<file path="config.mk">
export PLATFORM = sky130hd
export DESIGN_NAME = hazard_unit
export DESIGN_NICKNAME = d
export VERILOG_FILES = /design/src/rtl/hazard_pkg.sv /design/src/rtl/hazard_unit_vbusy_ctr.sv /design/src/rtl/hazard_unit.sv
export SDC_FILE = /design/constraint.sdc
export NUM_CORES = 1
export LEC_CHECK = 0
export CORE_MARGIN = 5
export CORE_UTILIZATION = 45
export CTS_CLUSTER_DIAMETER = 40
export CTS_CLUSTER_SIZE = 25
export DETAILED_ROUTE_END_ITERATION = 6
export GPL_TIMING_DRIVEN = 0
export PLACE_DENSITY = 0.81
export SYNTH_ARGS = -nofsm -noshare
export SYNTH_HDL_FRONTEND = slang
export SYNTH_SLANG_ARGS = --single-unit
</file>
<file path="constraint.sdc">
create_clock -name clk -period 2.25 [get_ports clk]
set_input_delay 0.225 -clock clk [delete_from_list [all_inputs] [get_ports clk]]
set_output_delay 0.225 -clock clk [all_outputs]
set_load 0.005 [all_outputs]
</file>
<file path="src/rtl/hazard_pkg.sv">
// Shared types for the hazard unit: pipeline slot record,
// index/counter widths and the slot match helper.
package hazard_pkg;

    localparam int REG_IDX_W = 4;
    localparam int VLAT_W    = 3;

    typedef struct packed {
        logic                 valid;
        logic                 wr;
        logic [REG_IDX_W-1:0] rd;
        logic                 vec;
        logic                 load;
    } slot_t;

    localparam slot_t SLOT_EMPTY = '0;

    // Source hits a slot: same register file, same index, writer.
    // Scalar r0 is hard-wired zero and never creates a dependency.
    function automatic logic slot_hit(
        slot_t                s,
        logic [REG_IDX_W-1:0] idx,
        logic                 svec
    );
        return s.valid & s.wr & (s.rd == idx) & (s.vec == svec)
             & (svec | (idx != '0));
    endfunction

endpackage

</file>
<file path="src/rtl/hazard_unit_vbusy_ctr.sv">
// Vector ALU occupancy tracker: counts down VLAT-1 cycles after a
// vector op issues and remembers its destination register.
// Ports: clk, rst_n, start_i (vop enters EX), rd_i (its rd),
//        vbusy_o (unit occupied), vbusy_rd_o (rd of op in flight).
module vbusy_ctr
    import hazard_pkg::*;
#(
    parameter int VLAT = 3
) (
    input  logic                 clk,
    input  logic                 rst_n,
    input  logic                 start_i,
    input  logic [REG_IDX_W-1:0] rd_i,
    output logic                 vbusy_o,
    output logic [REG_IDX_W-1:0] vbusy_rd_o
);

    localparam logic [VLAT_W-1:0] CNT_LOAD = VLAT_W'(VLAT - 1);

    logic [VLAT_W-1:0]    cnt_q, cnt_d;
    logic [REG_IDX_W-1:0] rd_q, rd_d;

    always_comb begin
        cnt_d = cnt_q;
        rd_d  = rd_q;
        if (start_i) begin
            cnt_d = CNT_LOAD;
            rd_d  = rd_i;
        end else if (cnt_q != '0) begin
            cnt_d = cnt_q - 1'b1;
        end
    end

    always_ff @(posedge clk or negedge rst_n) begin
        if (!rst_n) begin
            cnt_q <= '0;
            rd_q  <= '0;
        end else begin
            cnt_q <= cnt_d;
            rd_q  <= rd_d;
        end
    end

    assign vbusy_o    = (cnt_q != '0);
    assign vbusy_rd_o = rd_q;

endmodule

</file>
<file path="src/rtl/hazard_unit.sv">
// Data/structural hazard detection for a scalar+vector pipeline.
// Ports: ID-stage decode fields in, flush in; stall (comb),
//        OpAForward/OpBForward (registered), vbusy out.
// Build option: HAZARD_FORWARDING_EN enables EX->EX forwarding;
//        without it every scalar EX-slot dependency stalls.
module hazard_unit
    import hazard_pkg::*;
#(
    parameter int VLAT = 3
) (
    input  logic                 clk,
    input  logic                 rst_n,
    input  logic                 id_valid,
    input  logic [REG_IDX_W-1:0] id_rs1,
    input  logic [REG_IDX_W-1:0] id_rs2,
    input  logic                 id_use1,
    input  logic                 id_use2,
    input  logic                 id_svec,
    input  logic [REG_IDX_W-1:0] id_rd,
    input  logic                 id_wr,
    input  logic                 id_load,
    input  logic                 id_vop,
    input  logic                 flush,
    output logic                 stall,
    output logic                 OpAForward,
    output logic                 OpBForward,
    output logic                 vbusy
);

`ifdef HAZARD_FORWARDING_EN
    localparam logic FWD_EN = 1'b1;
`else
    localparam logic FWD_EN = 1'b0;
`endif

    slot_t ex_q, mem_q, wb_q, ex_d;

    logic                 vb_busy;
    logic [REG_IDX_W-1:0] vb_rd;

    logic a_ex, a_mem, a_wb;
    logic b_ex, b_mem, b_wb;
    logic vec_haz, ex_haz, mem_haz, vb_haz, st_haz;
    logic hazard, issue;

    assign a_ex  = id_use1 & slot_hit(ex_q,  id_rs1, id_svec);
    assign a_mem = id_use1 & slot_hit(mem_q, id_rs1, id_svec);
    assign a_wb  = id_use1 & slot_hit(wb_q,  id_rs1, id_svec);
    assign b_ex  = id_use2 & slot_hit(ex_q,  id_rs2, id_svec);
    assign b_mem = id_use2 & slot_hit(mem_q, id_rs2, id_svec);
    assign b_wb  = id_use2 & slot_hit(wb_q,  id_rs2, id_svec);

    // Vector operands have no bypass path: any in-flight writer blocks.
    assign vec_haz = id_svec
                   & (a_ex | a_mem | a_wb | b_ex | b_mem | b_wb);

    // Scalar EX hit is bypassable unless the value comes from a load.
    assign ex_haz  = ~id_svec & (a_ex | b_ex)
                   & (ex_q.load | ~FWD_EN);

    // WB writes in the first half-cycle, so only MEM needs a bubble.
    assign mem_haz = ~id_svec & (a_mem | b_mem);

    assign vb_haz  = vb_busy & id_svec
                   & ((id_use1 & (id_rs1 == vb_rd))
                    | (id_use2 & (id_rs2 == vb_rd)));

    assign st_haz  = id_vop & vb_busy;

    assign hazard = vec_haz | ex_haz | mem_haz | vb_haz | st_haz;
    assign stall  = id_valid & ~flush & hazard;
    assign issue  = id_valid & ~flush & ~stall;

    always_comb begin
        ex_d = SLOT_EMPTY;
        if (issue) begin
            ex_d.valid = 1'b1;
            ex_d.wr    = id_wr;
            ex_d.rd    = id_rd;
            ex_d.vec   = id_svec;
            ex_d.load  = id_load;
        end
    end

    always_ff @(posedge clk or negedge rst_n) begin
        if (!rst_n) begin
            ex_q  <= SLOT_EMPTY;
            mem_q <= SLOT_EMPTY;
            wb_q  <= SLOT_EMPTY;
        end else begin
            ex_q  <= ex_d;
            mem_q <= ex_q;
            wb_q  <= mem_q;
        end
    end

`ifdef HAZARD_FORWARDING_EN
    logic fwd_a_q, fwd_a_d;
    logic fwd_b_q, fwd_b_d;

    // Forward only for an instruction that actually moves into EX.
    assign fwd_a_d = issue & ~id_svec & a_ex & ~ex_q.load;
    assign fwd_b_d = issue & ~id_svec & b_ex & ~ex_q.load;

    always_ff @(posedge clk or negedge rst_n) begin
        if (!rst_n) begin
            fwd_a_q <= 1'b0;
            fwd_b_q <= 1'b0;
        end else begin
            fwd_a_q <= fwd_a_d;
            fwd_b_q <= fwd_b_d;
        end
    end

    assign OpAForward = fwd_a_q;
    assign OpBForward = fwd_b_q;
`else
    assign OpAForward = 1'b0;
    assign OpBForward = 1'b0;
`endif

    vbusy_ctr #(
        .VLAT(VLAT)
    ) u_vbusy_ctr (
        .clk        (clk),
        .rst_n      (rst_n),
        .start_i    (issue & id_vop),
        .rd_i       (id_rd),
        .vbusy_o    (vb_busy),
        .vbusy_rd_o (vb_rd)
    );

    assign vbusy = vb_busy;

    // Load flags of older slots are carried for visibility only.
    logic unused_bits;
    assign unused_bits = mem_q.load ^ wb_q.load;

endmodule

</file>
**The metal 1 layer**

Bar = 20 um. Supply wires on this layer in gray.
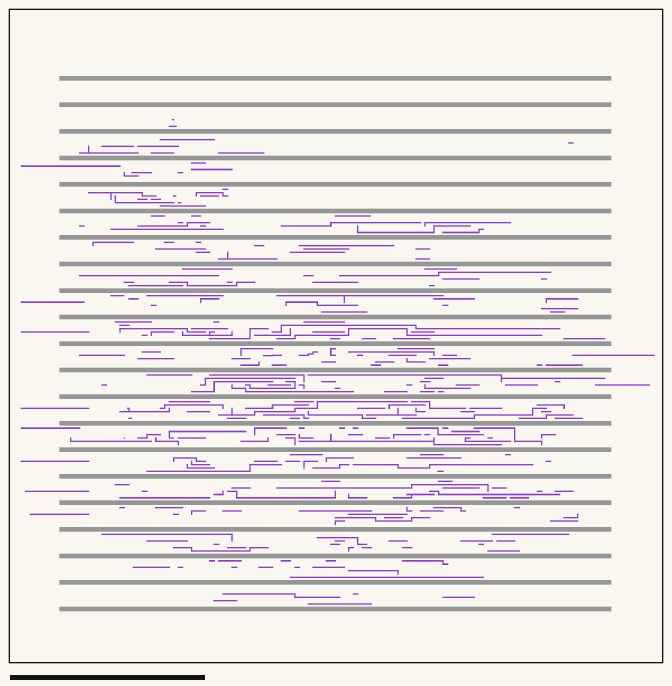
- wire length on this layer: 1200 um
- main direction: horizontal
- nets with wire on the layer: 154
- longest straight run: 19.8 um
- share of all routed wire: 44%
DR vias: 954
grt met1 use: 0.181

**Metal 2**

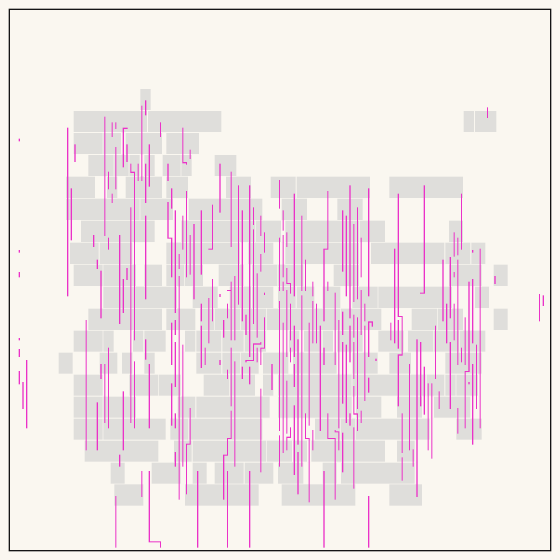
- wire length on this layer: 1370 um
- longest straight run: 27.5 um
- main direction: vertical
- share of all routed wire: 50%
met2 Usage GRT: 0.238
Detailed Route WL: 2.72 mm

**The metal 3 layer**

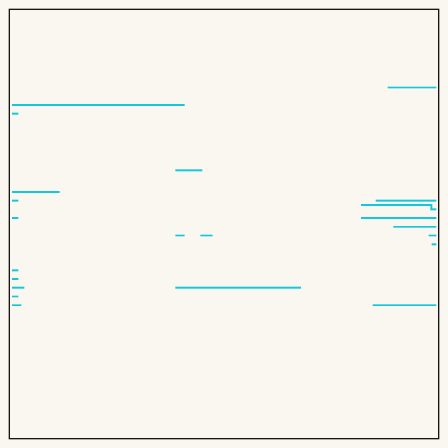
- nets with wire on the layer: 20
- longest straight run: 26.7 um

**Cells colored by class**

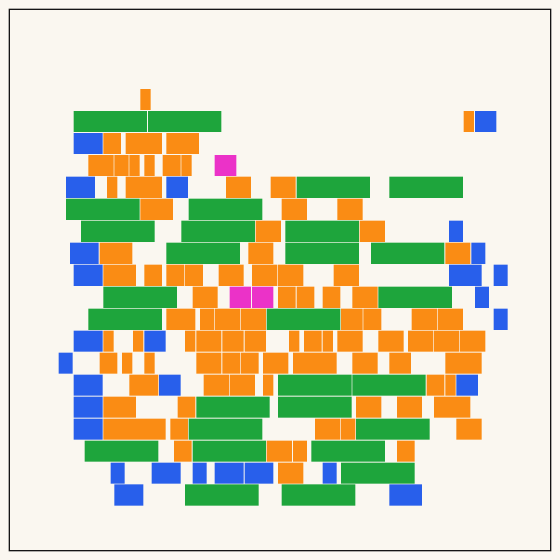
- magenta: clock drivers (cells 3)
- orange: combinational and other logic (cells 90)
- green: flops (cells 28)
- blue: other buffers and delay cells (cells 28)
Final Util: 0.552
placeable core region: 3080 sq um
row count: 20

==> run notes <==
fresh numbers from the pnr run: Adders+Majority by Area 0.0172, worst-margin pin slew 600 ps, Signal inverters 3, Worst Setup SP wb_q[4], fin. max-slew vios 0, Post-CTS Setup Bufs 1, Buffers, non-clock 28, Tmin final 2080 ps, post-placement cell area 1640 sq um, worst reg2reg path startpoint wb_q[4], met2 WL 1.37 mm, floorplan utilization 0.472, clock group share of total power 0.162, Multiplexer share 0.0387, Clock-cell share 0.0132, Antenna Nets Post-Route 0, Flops after synth 28, synth warn 0, Top Metal Used met4, vias in the first global route 1035, CP Capture Point u_vbusy_ctr.vbusy_rd_o[0], yosys xor share 0.211, Reg clk slew, reported paths 140 ps, Worst R2R Path Depth 9, initial antenna violation count 0, final setup violation count 0, Top area cell types dfrtp_1 48%, xnor2_1 14%, xor2_1 7.2%, mux2_2 3.9%, and2_1 2.6%, Multi-In Gates 87, Distinct lib cells used 29, Dominant comb cell XOR/XNOR gates, DR WL/cell 14.1 um, share of power burned in registers 0.537, Tcrit/Tclk final 0.927, design area 1700 sq um, top-count cell post-synth dfrtp_1, Synth area leader dfrtp_1, Startpoint Class flip-flop, Post-synth EDFFs 0, I/O pins 26, asr flop ratio synth 1.00, die area 4470 sq um, Seq group 655 uW, HP Start id_svec, status finished, final reports clean, setup_tns 0 ps, NonClk Buf Share 0.132, Clock Power 197 uW, Resize count post-CTS 3, Hold Path Depth 2, Power Total 1.22 mW, P_int 846 uW, Switching Share 0.307, final hold vios 0, CP max-delay cell dfrtp_1, Crit path largest cell delay 420 ps
No activity file was given, so power comes from the tool's default toggle rates.
